===== config.mk =====
export PLATFORM = sky130hd
export DESIGN_NAME = seq_divider16by8
export DESIGN_NICKNAME = d
export VERILOG_FILES = /design/src/rtl/arith_pkg.sv /design/src/rtl/div_step.sv /design/src/rtl/seq_divider16by8.sv
export SDC_FILE = /design/constraint.sdc
export NUM_CORES = 1
export LEC_CHECK = 0
export ABC_AREA = 1
export CAP_MARGIN = 5
export CORE_UTILIZATION = 37
export CTS_BUF_LIST = sky130_fd_sc_hd__clkbuf_4
export DETAILED_ROUTE_END_ITERATION = 7
export PLACE_DENSITY = 0.67
export SLEW_MARGIN = 20
export SYNTH_ARGS = -nofsm -noshare
export SYNTH_HDL_FRONTEND = slang
export SYNTH_HIERARCHICAL = 1
export SYNTH_SLANG_ARGS = --single-unit

===== constraint.sdc =====
create_clock -name clk -period 5.92 [get_ports clk]
set_input_delay 1.184 -clock clk [delete_from_list [all_inputs] [get_ports clk]]
set_output_delay 1.184 -clock clk [all_outputs]
set_load 0.05 [all_outputs]

===== src/rtl/arith_pkg.sv =====
// Shared definitions for the arithmetic unit: divider FSM states and default widths.
package arith_pkg;

  localparam int DIV_N     = 8;
  localparam int DIV_W     = 2 * DIV_N;
  localparam int DIV_CNT_W = $clog2(DIV_W);

  typedef enum logic [1:0] {
    IDLE,
    BUSY,
    DONE
  } div_state_t;

endpackage


===== src/rtl/div_step.sv =====
// One restoring-division step: shift in the next dividend bit, trial-subtract
// the divisor, keep the difference only if it did not go negative.
module div_step #(
  parameter int N = 8
) (
  input  logic [N:0]   r,
  input  logic         shift_in,
  input  logic [N-1:0] divisor,
  output logic [N:0]   r_next,
  output logic         q_bit
);

  logic [N+1:0] shifted;
  logic [N+1:0] trial;

  // r stays below the divisor between steps, so its top bit is zero and one
  // extra guard bit is enough to read the sign of the trial difference.
  always_comb begin
    shifted = {r, shift_in};
    trial   = shifted - {2'b00, divisor};
    q_bit   = ~trial[N+1];
    r_next  = trial[N+1] ? shifted[N:0] : trial[N:0];
  end

endmodule


===== src/rtl/seq_divider16by8.sv =====
// Iterative unsigned restoring divider, 2N-bit dividend by N-bit divisor,
// one quotient bit per clock, valid/ready on both sides.
module seq_divider16by8
  import arith_pkg::*;
#(
  parameter int N = DIV_N
) (
  input  logic           clk,
  input  logic           rst,
  input  logic           in_valid,
  output logic           in_ready,
  input  logic [2*N-1:0] dividend,
  input  logic [N-1:0]   divisor,
  output logic           out_valid,
  input  logic           out_ready,
  output logic [2*N-1:0] quotient,
  output logic [N-1:0]   remainder,
  output logic           div_by_zero
);

  localparam int W  = 2 * N;
  localparam int CW = $clog2(W);

  div_state_t    state;
  logic [CW-1:0] cnt;
  logic [N:0]    r;
  logic [W-1:0]  q;
  logic [N-1:0]  dsr;
  logic [N:0]    r_next;
  logic          q_bit;

  div_step #(.N(N)) u_step (
    .r        (r),
    .shift_in (q[W-1]),
    .divisor  (dsr),
    .r_next   (r_next),
    .q_bit    (q_bit)
  );

  // NOTE: all state here uses non-blocking assignments so every register
  // samples the pre-edge values regardless of statement order.
  always_ff @(posedge clk) begin
    if (rst) begin
      state       <= IDLE;
      cnt         <= '0;
      r           <= '0;
      q           <= '0;
      dsr         <= '0;
      in_ready    <= 1'b1;
      out_valid   <= 1'b0;
      quotient    <= '0;
      remainder   <= '0;
      div_by_zero <= 1'b0;
    end else begin
      case (state)
        IDLE: begin
          if (in_valid) begin
            dsr      <= divisor;
            in_ready <= 1'b0;
            if (divisor == '0) begin
              quotient    <= '1;
              remainder   <= dividend[N-1:0];
              div_by_zero <= 1'b1;
              out_valid   <= 1'b1;
              state       <= DONE;
            end else begin
              r     <= '0;
              q     <= dividend;
              cnt   <= '0;
              state <= BUSY;
            end
          end
        end

        BUSY: begin
          r   <= r_next;
          q   <= {q[W-2:0], q_bit};
          cnt <= cnt + 1'b1;
          // The result registers load only on the last step, so they stay
          // frozen for the whole DONE phase however long backpressure lasts.
          if (cnt == CW'(W - 1)) begin
            quotient  <= {q[W-2:0], q_bit};
            remainder <= r_next[N-1:0];
            out_valid <= 1'b1;
            state     <= DONE;
          end
        end

        DONE: begin
          if (out_ready) begin
            out_valid   <= 1'b0;
            div_by_zero <= 1'b0;
            in_ready    <= 1'b1;
            state       <= IDLE;
          end
        end

        default: state <= IDLE;
      endcase
    end
  end

endmodule


### Routed clock nets over the placement

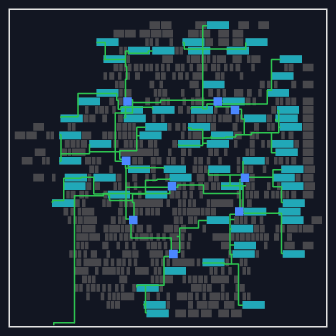
[blue] clock drivers | count: 9
[green] clock wires | length: 838 um
[cyan] flip-flops | count: 66
routed clock nets: 10

### Sizing map

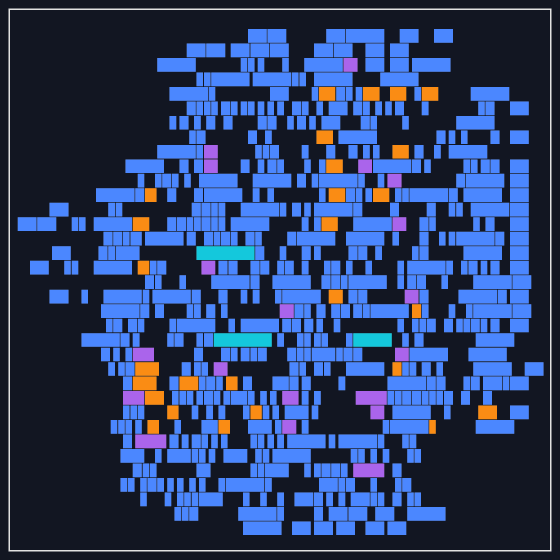
[orange] _2 cells | cells: 27 | share: 4.5% | most used: a21oi_2
[blue] _0 and _1 cells | cells: 548 | share: 92% | most used: nand2_1
[cyan] _6 and larger | cells: 3 | share: 0.50% | most used: bufinv_16
[purple] _3 and _4 cells | cells: 19 | share: 3.2% | most used: clkbuf_4

==> run_results.csv <==
group,metric,value,unit
finish,area_delta_synth_final,20.4,%
final_timing,fmax,0.311,GHz
global_routing,grt_usage,18.1,%
drt,routedWlPerCell,12.0,um
clocking,hold_buffers,0,
final_timing,post-route-period-util,54.2,%
die,chip_area,10300,um^2
worst_setup_path,setup.worst_path.start_class,"input pin",
die,tap_cells,129,
synth,synthXorXnorAreaFrac,0.718,%
min_path,hold_class,"reg -> reg",
clocking,cts_tree,"built",
clocking,postCtsSetupBuffers,0,
clocking,htreeDepth,3,
finish,seqCellArea,1320,um^2
clocking,cts_buffers,9,
finish,n_antenna_cell,0,
synth,syn-num-nets,591,
synth,mux_area_share,0,%
finish,fin_cells,726,
power_and_ir_drop,p_int,968,uW
global_routing,grt_pass1_wl,14800,um
clocking,cts_buffer_depth,2,
place,io_buffers,54,
finish,fin_nets,630,
finish,n_fill_cell,976,
final_timing,tns,0,ps
finish,design_area,4400,um^2
global_routing,grt_max_degree,52,
finish,buf_share,12.6,%
synth,synth_stat.cells,553,
final_timing,postLayoutSetupSlackWorst,2710,ps
drt,vias_per_cell,4.86,
worst_setup_path,crit_path_end_kind,"flip-flop",
place,preCtsSetupSlack,2310,ps
final_timing,fin_crit,3210,ps
finish,largest_class,"logic gates",
synth,ys_area,3660,um^2
power_and_ir_drop,ir_drop,0.131,mV
drt,num_vias,3531,
die,die_h,101,um
synth,syn_area,3660,um^2
job,cap_viol_max_count,0,
die,boundaryPins,55,
place,gp_congestion,0.780,
place,placed_cells,710,
synth,ys_types,32,
power_and_ir_drop,p_sw_share,43.5,%
power_and_ir_drop,pwr-share-seq,33.2,%
final_timing,rsz0062_at_grt,"no",
finish,nNonClkInverters,52,
power_and_ir_drop,switchingPower,745,uW
finish,seq_share,30.0,%
drt,drcViolationCount,0,
power_and_ir_drop,combPwrFrac,46.6,%
finish,nClkBuffers,11,
status,run_status,"finished, final reports clean",
die,fp_util,38.8,%
finish,comb-cell-share,45.6,%
drt,drt_iter0_markers,168,
power_and_ir_drop,p_clk_share,20.2,%
global_routing,antenna_found_initial,0,
power_and_ir_drop,top_power_group,"combinational logic",
synth,simple_gate_share,36.1,%
finish,comb_area,2010,um^2
synth,topCellsByArea,"dfxtp_1 (36%), nand2_1 (14%), nand3_1 (9.9%), nor2_1 (8.5%), a21oi_1 (6.7%)",
synth,ys_sh_adder,3.63,%
finish,lay_top_cells,"nand2_1 (132), nor2_1 (83), nand3_1 (72)",
worst_setup_path,worst-path-max-fanout,29,
place,placed_cell_area,4240,um^2
finish,nFlopsAndLatches,66,
final_timing,skew,17.0,ps
synth,edf_count,0,
power_and_ir_drop,p_leak,0.00193,uW
cell usage after synthesis (2+ instances only):
cell and number:
clkbuf_1 13, nor2_2 2, nand2_4 2, buf_2 10, nand4_2 2, o21ai_0 26
nor2_1 83, nand3_2 2, buf_6 3, ha_1 9, a21oi_4 2, nand3_1 72
dfxtp_1 66, inv_1 50, xnor2_1 3, or2_2 4, a21oi_2 10, a21oi_1 49
nand2_1 132
cell families after synthesis:
| kind of cell | Yosys count |
|---|---|
| xor+xnor | 3 |
| compound gates | 90 |
| flops | 66 |
| simple gates | 304 |
| fa+ha+maj | 10 |
| buf+inv | 80 |
worst max-delay path, stage by stage:
cell             delay [ps]
clkdlybuf4s50_1         420
nor2_1                  110
nand2_1                 110
nor2_1                  120
nand2_1                 380
nand2_1                 910
nand2_1                 130
a21oi_1                 180
state kept, by name, summed over array words and instances (netlist names):
name	count
q	16
quotient	16
r	9
dsr	8
remainder	8
cnt	4
state	2
div_by_zero	1
in_ready	1
out_valid	1
metal layers:
layer	vias to the layer above	track usage [%]	share of wire, %
met2	75	28.1	46
li1	1858	-	-
met1	1593	25.7	50
met5	-	0	0
met4	0	6.02	0.66
met3	5	2.83	3.6
worst paths after layout:
kind              depth (start not counted)  slack (ps)              startpoint                endpoint
setup / recovery                          8        2710              divisor[0]     cnt[2]$_SDFFE_PP0P_
hold reg to reg                           2         460  out_valid$_SDFFE_PP0P_  out_valid$_SDFFE_PP0P_
setup reg to reg                          5        3340   state[1]$_SDFFE_PP0P_     cnt[2]$_SDFFE_PP0P_
hold / removal                            2         460  out_valid$_SDFFE_PP0P_  out_valid$_SDFFE_PP0P_
No activity file was given, so power comes from the tool's default toggle rates.
